### src/rtl/mem_wb_pkg.sv
// Shared MEM/WB types: write-back control bundle and the default-width pipeline beat.
package mem_wb_pkg;

    localparam int unsigned WB_CTRL_W        = 2;
    localparam int unsigned MEM_WB_DATA_W    = 32;
    localparam int unsigned MEM_WB_REG_ADDR_W = 4;

    typedef struct packed {
        logic reg_write_enable;
        logic mem_to_reg_select;
    } wb_ctrl_t;

    // Beat layout at the default widths; the top rebuilds it from its own parameters.
    typedef struct packed {
        wb_ctrl_t                       ctrl;
        logic [MEM_WB_DATA_W-1:0]       alu_result;
        logic [MEM_WB_DATA_W-1:0]       mem_data;
        logic [MEM_WB_REG_ADDR_W-1:0]   rd;
    } mem_wb_beat_t;

endpackage

### src/rtl/pipe_skid_stage.sv
// One pipeline stage: main register plus a skid register, registered ready,
// synchronous flush and synchronous active-low reset.
module pipe_skid_stage #(
    parameter int unsigned WIDTH = 8
) (
    input  logic             clk,
    input  logic             rst_ni,
    input  logic             flush_i,
    input  logic             in_valid_i,
    output logic             in_ready_o,
    input  logic [WIDTH-1:0] in_data_i,
    output logic             out_valid_o,
    input  logic             out_ready_i,
    output logic [WIDTH-1:0] out_data_o
);

    logic             m_valid_q, m_valid_d;
    logic [WIDTH-1:0] m_data_q,  m_data_d;
    logic             s_valid_q, s_valid_d;
    logic [WIDTH-1:0] s_data_q,  s_data_d;
    logic             ready_q,   ready_d;
    logic             accept, consume;

    assign accept  = in_valid_i & ready_q;
    assign consume = m_valid_q & out_ready_i;

    // Skid drains into main before any new beat, so order is kept.
    always_comb begin
        m_valid_d = m_valid_q;
        m_data_d  = m_data_q;
        s_valid_d = s_valid_q;
        s_data_d  = s_data_q;
        if (!m_valid_q || consume) begin
            if (s_valid_q) begin
                m_valid_d = 1'b1;
                m_data_d  = s_data_q;
                s_valid_d = 1'b0;
            end else begin
                m_valid_d = accept;
                if (accept) begin
                    m_data_d = in_data_i;
                end
            end
        end else if (accept) begin
            s_valid_d = 1'b1;
            s_data_d  = in_data_i;
        end
        if (flush_i) begin
            m_valid_d = 1'b0;
            s_valid_d = 1'b0;
            s_data_d  = '0;
        end
        ready_d = ~s_valid_d;
    end

    always_ff @(posedge clk) begin
        if (!rst_ni) begin
            m_valid_q <= 1'b0;
            m_data_q  <= '0;
            s_valid_q <= 1'b0;
            s_data_q  <= '0;
            ready_q   <= 1'b0;
        end else begin
            m_valid_q <= m_valid_d;
            m_data_q  <= m_data_d;
            s_valid_q <= s_valid_d;
            s_data_q  <= s_data_d;
            ready_q   <= ready_d;
        end
    end

    assign in_ready_o  = ready_q;
    assign out_valid_o = m_valid_q;
    assign out_data_o  = m_data_q;

endmodule

### src/rtl/mem_wb_pipe_reg.sv
// MEM/WB pipeline register: STAGES chained skid stages, occupancy counter,
// write-back data mux and hazard-unit forwarding tap.
module mem_wb_pipe_reg
    import mem_wb_pkg::*;
#(
    parameter int unsigned DATA_WIDTH     = 32,
    parameter int unsigned REG_ADDR_WIDTH = 4,
    parameter int unsigned STAGES         = 1
) (
    input  logic                               clk,
    input  logic                               reset,
    input  logic                               flush,
    input  logic                               in_valid,
    output logic                               in_ready,
    input  logic                               reg_write_enable_in,
    input  logic                               mem_to_reg_select_in,
    input  logic [DATA_WIDTH-1:0]              alu_result_in,
    input  logic [DATA_WIDTH-1:0]              mem_data_in,
    input  logic [REG_ADDR_WIDTH-1:0]          rd_in,
    output logic                               out_valid,
    input  logic                               out_ready,
    output logic                               reg_write_enable_out,
    output logic [REG_ADDR_WIDTH-1:0]          rd_out,
    output logic [DATA_WIDTH-1:0]              wb_data_out,
    output logic                               fwd_valid,
    output logic [$clog2(2*STAGES+1)-1:0]      occupancy
);

    localparam int unsigned OCC_W = $clog2(2*STAGES+1);
    localparam int unsigned PW    = WB_CTRL_W + 2*DATA_WIDTH + REG_ADDR_WIDTH;

    if (STAGES < 1 || STAGES > 4) begin : g_bad_stages
        $error("mem_wb_pipe_reg: STAGES must be in 1..4");
    end

    typedef struct packed {
        wb_ctrl_t                  ctrl;
        logic [DATA_WIDTH-1:0]     alu_result;
        logic [DATA_WIDTH-1:0]     mem_data;
        logic [REG_ADDR_WIDTH-1:0] rd;
    } beat_t;

    beat_t          in_beat, head;
    logic           vld [STAGES+1];
    logic           rdy [STAGES+1];
    logic [PW-1:0]  dat [STAGES+1];
    logic [OCC_W-1:0] occ_q, occ_d;
    logic           accept, consume;

    always_comb begin
        in_beat.ctrl.reg_write_enable  = reg_write_enable_in;
        in_beat.ctrl.mem_to_reg_select = mem_to_reg_select_in;
        in_beat.alu_result             = alu_result_in;
        in_beat.mem_data               = mem_data_in;
        in_beat.rd                     = rd_in;
    end

    assign vld[0]      = in_valid;
    assign dat[0]      = in_beat;
    assign rdy[STAGES] = out_ready;

    for (genvar g = 0; g < STAGES; g++) begin : g_stage
        pipe_skid_stage #(.WIDTH(PW)) u_stage (
            .clk         (clk),
            .rst_ni      (reset),
            .flush_i     (flush),
            .in_valid_i  (vld[g]),
            .in_ready_o  (rdy[g]),
            .in_data_i   (dat[g]),
            .out_valid_o (vld[g+1]),
            .out_ready_i (rdy[g+1]),
            .out_data_o  (dat[g+1])
        );
    end

    assign head     = dat[STAGES];
    assign in_ready = rdy[0];
    assign accept   = in_valid & in_ready;
    assign consume  = out_valid & out_ready;

    // Beats held = accepted minus consumed; flush empties everything.
    always_comb begin
        occ_d = occ_q;
        if (accept && !consume) begin
            occ_d = occ_q + OCC_W'(1);
        end else if (!accept && consume) begin
            occ_d = occ_q - OCC_W'(1);
        end
        if (flush) begin
            occ_d = '0;
        end
    end

    always_ff @(posedge clk) begin
        if (!reset) begin
            occ_q <= '0;
        end else begin
            occ_q <= occ_d;
        end
    end

    assign occupancy            = occ_q;
    assign out_valid            = vld[STAGES];
    assign reg_write_enable_out = out_valid & head.ctrl.reg_write_enable;
    assign fwd_valid            = reg_write_enable_out;
    assign rd_out               = head.rd;
    assign wb_data_out          = head.ctrl.mem_to_reg_select ? head.mem_data : head.alu_result;

endmodule

### config.mk
export PLATFORM = sky130hd
export DESIGN_NAME = mem_wb_pipe_reg
export DESIGN_NICKNAME = d
export VERILOG_FILES = /design/src/rtl/mem_wb_pkg.sv /design/src/rtl/pipe_skid_stage.sv /design/src/rtl/mem_wb_pipe_reg.sv
export SDC_FILE = /design/constraint.sdc
export NUM_CORES = 1
export LEC_CHECK = 0
export CORE_MARGIN = 10
export CORE_UTILIZATION = 57
export DETAILED_ROUTE_END_ITERATION = 8
export GPL_ROUTABILITY_DRIVEN = 0
export GPL_TIMING_DRIVEN = 0
export PLACE_DENSITY = 0.86
export SLEW_MARGIN = 20
export SYNTH_ARGS = -nofsm -noshare
export SYNTH_HDL_FRONTEND = slang
export SYNTH_HIERARCHICAL = 1
export SYNTH_SLANG_ARGS = --single-unit
### constraint.sdc
create_clock -name clk -period 3.8 [get_ports clk]
set_clock_uncertainty 0.2 [all_clocks]
set_input_delay 1.14 -clock clk [delete_from_list [all_inputs] [get_ports clk]]
set_output_delay 1.14 -clock clk [all_outputs]
set_load 0.01 [all_outputs]
**Run 1: the metal 4 layer**

Cells faint in the background.
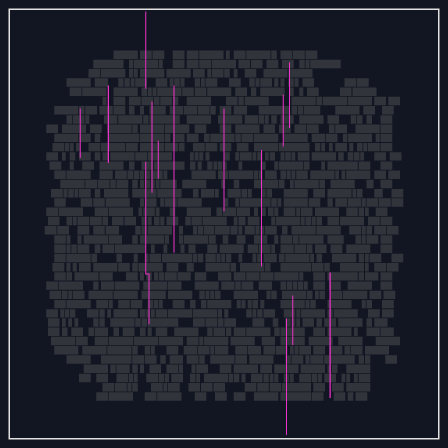
The layer holds 2.0% of the routed length. The longest straight run is 49.0 um. The layer carries 377 um of wire.
Total Routed Length: 18740 um
DR vias: 5756

**Run 1: placement by cell class**

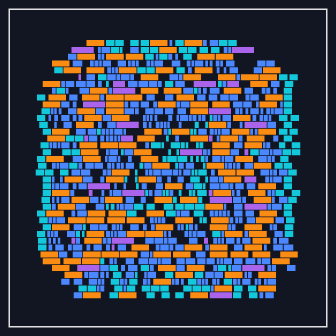
Orange stands for sequential cells, cells 145, share of their area 36%. Blue stands for combinational and other logic, cells 473, share of their area 39%. Purple stands for clock drivers and dummy loads, cells 30, share of their area 6.5%. Cyan stands for remaining buffers and delay cells, cells 184, share of their area 19%.

**Run 1: clock distribution**

Bar = 50 um.
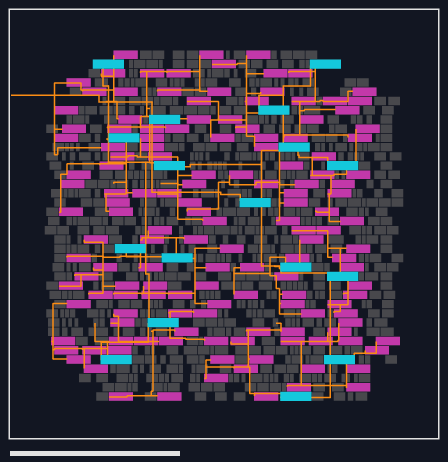
Magenta stands for flip-flops, count 145. Cyan stands for clock drivers, count 17. Orange stands for clock wires, length 1690 um.
There are 18 routed clock nets.

==> out/qor.log, run 1 <==
[run_status] outcome completed
[logic_synthesis] post-synthesis instance area 6414 sq um
[sta] hold slack final 253.4 ps
[worst_setup_path] start-to-end type of the worst setup path reg -> out
[pwr] share of power burned in the clock network 0.424
[logic_synthesis] chip area estimate from yosys synthesis 6414 sq um
[sta] Setup Total Neg Slack 0 ps
[final_layout] non-clock inverter count 0
[clock_tree] post-CTS setup buffers 0
[global_routing] number of global-route vias before repair 5901
[final_layout] ant diodes 0
[logic_synthesis] register bit total from synthesis 145
[sta] number of slew-limit violations in the final report 0
[floorplan] Die X-Extent 126.1 um
[placement] Placement Cell Area 7750 sq um
[worst_setup_path] critical path startpoint category register
[pwr] share of total power consumed by net switching 0.2358
[logic_synthesis] fraction of synthesis flops using an asynchronous set or reset pin 0
[global_routing] maximum number of pins on one net before global-route repair 17
[sta] final tally of hold violations 0
[final_layout] MI comb area 3136 sq um
[pwr] power group with the highest consumption registers
[final_layout] cell type taking the most area combinational gates
[min_path] Worst Hold Launch g_stage[0].u_stage/s_data_q[25]
[floorplan] overall chip area 15890 sq um
[logic_synthesis] Multiplexer share 0.1654
[pwr] sequential-cell power consumption 0.00161 W
[logic_synthesis] Post-Synth AOI/OAI Area 0.1695
[clock_tree] post-CTS clock slew at the launch and capture registers of the worst setup and hold paths 60 ps
[clock_tree] total number of clock tree sinks 145
[final_layout] non-filler cells in the finished layout 972
[floorplan] Placement Rows 38
[final_layout] logic gate fraction of the total cell area 0.3790
[min_path] WHS Endpoint g_stage[0].u_stage/s_data_q[25]
[pwr] power dissipated by switching net loads 0.0008320 W
[placement] DPL Wire Length 13230 um
[pwr] maximum vdd drop 0.3243 mV
[route] DR WL met2 9220 um
**Run 1: routed metal per tile**

25 x 25 tiles, from dark blue (low) to red (high), scaled to the fullest tile. Values are wire area over tile area, all layers added.
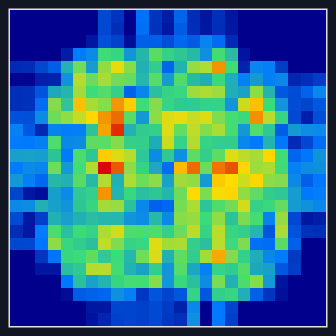

--- run 2 (diff from run 1) ---
Settings changed: CORE_UTILIZATION 57 to 50, PLACE_DENSITY 0.86 to 0.77, SKIP_CTS_REPAIR_TIMING set to 1.
**Run 2: routed metal per tile**

27 x 27 tiles, from dark blue (low) to red (high), scaled to the fullest tile. Values are wire area over tile area, all layers added.
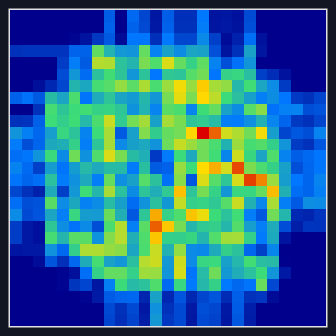
20% of the tiles are over half the peak. The mean over all tiles is 0.16. The fullest tile reaches 0.56.

**Run 2: the metal 4 layer**

Cells faint in the background.
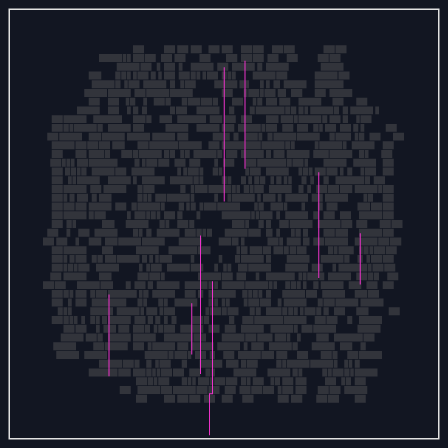
7 nets have wire on it. The wires run mostly vertical.

**Run 2: clock nets**

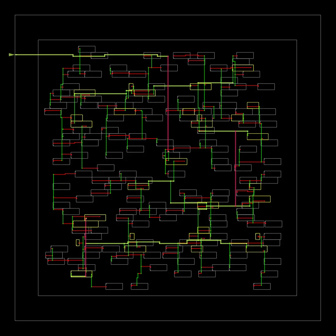
total number of clock tree sinks: 145
sequential cell count of the final layout: 145
total clock buffers created by CTS: 17
Skew-Pair Late Insertion Delay: 430 ps
clk_buf instances: 25

==> run 2 against run 1 <==
  * Synthesized cell count stayed put
  * Critical path depth is the same
  * Utilization shrank 9.1 points
  * Clock power increased by 7%
  * Sequential power hardly changed
==> out/qor.log, run 2 <==
[logic_synthesis] chip area estimate from yosys synthesis 6414 sq um [unchanged]
[global_routing] maximum number of pins on one net before global-route repair 17 [unchanged]
[pwr] power dissipated by switching net loads 0.0008133 W [-2.2%]
[pwr] maximum vdd drop 0.2955 mV [-8.9%]
[logic_synthesis] fraction of synthesis flops using an asynchronous set or reset pin 0 [unchanged]
[sta] hold slack final 253.5 ps [+0.1810 ps]
[logic_synthesis] Post-Synth AOI/OAI Area 0.1695 [unchanged]
[clock_tree] post-CTS clock slew at the launch and capture registers of the worst setup and hold paths 60 ps [about the same]
[floorplan] overall chip area 17760 sq um [+12%]
[global_routing] total track usage 0.2017
[logic_synthesis] register bit total from synthesis 145 [unchanged]
[placement] DPL Wire Length 13050 um [-1.4%]
[pwr] share of total power consumed by net switching 0.2239 [-0.01193]
[worst_setup_path] endpoint kind of the worst setup timing path output port
[sta] number of slew-limit violations in the final report 0 [unchanged]
[global_routing] number of global-route vias before repair 5756 [-2.5%]
[worst_setup_path] start-to-end type of the worst setup path reg -> out
[floorplan] Die X-Extent 133.3 um [+5.7%]
[final_layout] non-filler cells in the finished layout 1004 [+3.3%]
[placement] Placement Cell Area 7790 sq um [+0.52%]
[route] DR WL met2 8811 um [-4.4%]
[route] DR vias 5543 [-3.7%]
[sta] final tally of hold violations 0 [unchanged]
[final_layout] cell type taking the most area combinational gates
[global_routing] total grt overflow 0
[run_status] outcome completed
[route] Total Routed Length 17870 um [-4.6%]
[final_layout] logic gate fraction of the total cell area 0.3748 [-0.004195]
[min_path] WHS Endpoint g_stage[0].u_stage/s_data_q[22]
[final_layout] MI comb area 3136 sq um [unchanged]
[final_layout] non-clock inverter count 0 [unchanged]
[sta] Setup Total Neg Slack 0 ps [unchanged]
[logic_synthesis] post-synthesis instance area 6414 sq um [unchanged]
[min_path] Worst Hold Launch g_stage[0].u_stage/s_data_q[22]
[worst_setup_path] critical path startpoint category register
[pwr] share of power burned in the clock network 0.443 [+0.019]
**Run 2: placement by cell class**

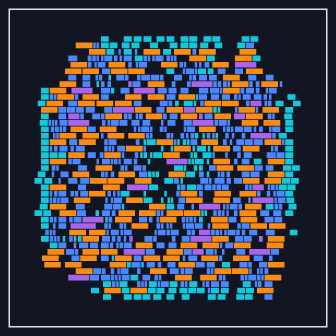

--- run 3 (diff from run 2) ---
Settings changed: REMOVE_ABC_BUFFERS set to 1.
**Run 3: placement by cell class**

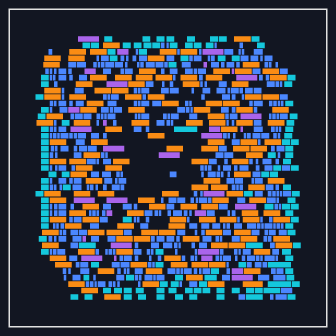
Purple stands for clock drivers and dummy loads, cells 31, share of their area 6.9%. Cyan stands for remaining buffers and delay cells, cells 128, share of their area 17%. Blue stands for combinational and other logic, cells 473, share of their area 39%. Orange stands for sequential cells, cells 145, share of their area 36%.

**Run 3: routed metal per tile**

27 x 27 tiles, from dark blue (low) to red (high), scaled to the fullest tile. Values are wire area over tile area, all layers added.
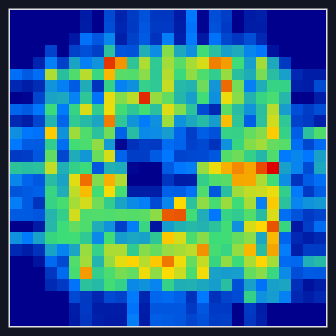
The densest ninth of the die: east. 25% of the tiles are over half the peak. The mean over all tiles is 0.15. 14% of the tiles are nearly empty. The fullest tile reaches 0.48.

**Run 3: clock distribution**

Bar = 50 um.
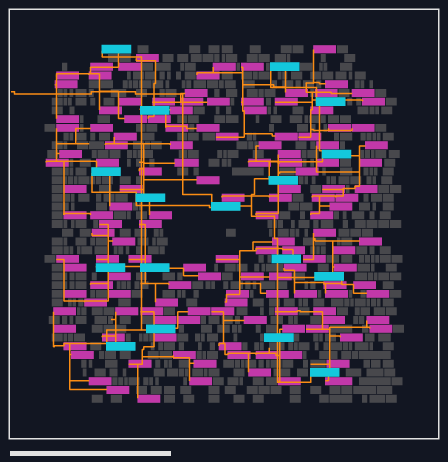
Orange stands for clock wires, length 1700 um. Magenta stands for flip-flops, count 145. Cyan stands for clock drivers, count 17.
There are 18 routed clock nets.

==> run 3 against run 2 <==
  * Via count fell by 3.1%
  * Combinational power is 5% lower
  * Worst setup slack worse by 150 ps
  * Power shrank 2.0%
  * Register-to-register slack got worse by 1000 ps
  * Maximum frequency is 4.1% lower
  * Utilization fell by 1.1 points
  * Clock power down 4%
  * Non-clock buffer count down 56
  * Critical path depth down 1
  * Largest cell class unchanged
==> out/qor.log, run 3 <==
[route] DR WL met2 8501 um [-3.5%]
[min_path] worst hold path depth 2
[sta] number of slew-limit violations in the final report 0 [unchanged]
[logic_synthesis] register bit total from synthesis 145 [unchanged]
[route] DR vias 5371 [-3.1%]
[logic_synthesis] chip area estimate from yosys synthesis 6414 sq um [unchanged]
[pwr] maximum vdd drop 0.2747 mV [-7.0%]
[run_status] outcome completed
[pwr] share of total power consumed by net switching 0.2269 [+0.003028]
[worst_setup_path] start-to-end type of the worst setup path reg -> out
[clock_tree] CTS Root Buffer Type sky130_fd_sc_hd__clkbuf_16
[final_layout] clk_buf instances 27 [+8.0%]
[placement] Placement Cell Area 7666 sq um [-1.6%]
[pwr] combinational logic power 0.000400 W
[worst_setup_path] Worst R2R Path Depth 5
[logic_synthesis] Synth top cell by count sky130_fd_sc_hd__dfxtp_1
[global_routing] total grt overflow 0 [unchanged]
[route] total routed wire length on the met1 layer 7248 um
[final_layout] MI comb area 3162 sq um [+0.84%]
[pwr] power dissipated by switching net loads 0.0008077 W [-0.68%]
[global_routing] maximum number of pins on one net before global-route repair 71 [+54]
[floorplan] Placement Rows 41
[floorplan] Die X-Extent 133.3 um [unchanged]
[global_routing] number of global-route vias before repair 5503 [-4.4%]
[route] Total Routed Length 16920 um [-5.3%]
[pwr] share of power burned in the clock network 0.435 [-0.008]
[clock_tree] Skew-Pair Late Insertion Delay 420 ps [about the same]
[global_routing] total track usage 0.1882 [-0.01350]
[clock_tree] post-CTS clock slew at the launch and capture registers of the worst setup and hold paths 60 ps [about the same]
[worst_setup_path] Worst setup endpoint wb_data_out[12]
[final_layout] cell type taking the most area combinational gates
[logic_synthesis] fraction of synthesis flops using an asynchronous set or reset pin 0 [unchanged]
[sta] hold slack final 252.4 ps [-1.172 ps]
[min_path] Worst Hold Launch g_stage[0].u_stage/s_data_q[36]
[worst_setup_path] endpoint kind of the worst setup timing path output port
[min_path] WHS Endpoint g_stage[0].u_stage/s_data_q[36]
[sta] final tally of hold violations 0 [unchanged]
[floorplan] overall chip area 17760 sq um [unchanged]
[placement] DPL Wire Length 10810 um [-17%]
[worst_setup_path] critical path startpoint category register
[final_layout] non-filler cells in the finished layout 949 [-5.5%]
[logic_synthesis] post-synthesis instance area 6414 sq um [unchanged]
[final_layout] non-clock inverter count 0 [unchanged]
[clock_tree] total clock buffers created by CTS 17 [unchanged]
[sta] Setup Total Neg Slack 0 ps [unchanged]
Power is estimated from default activity; no workload was simulated.
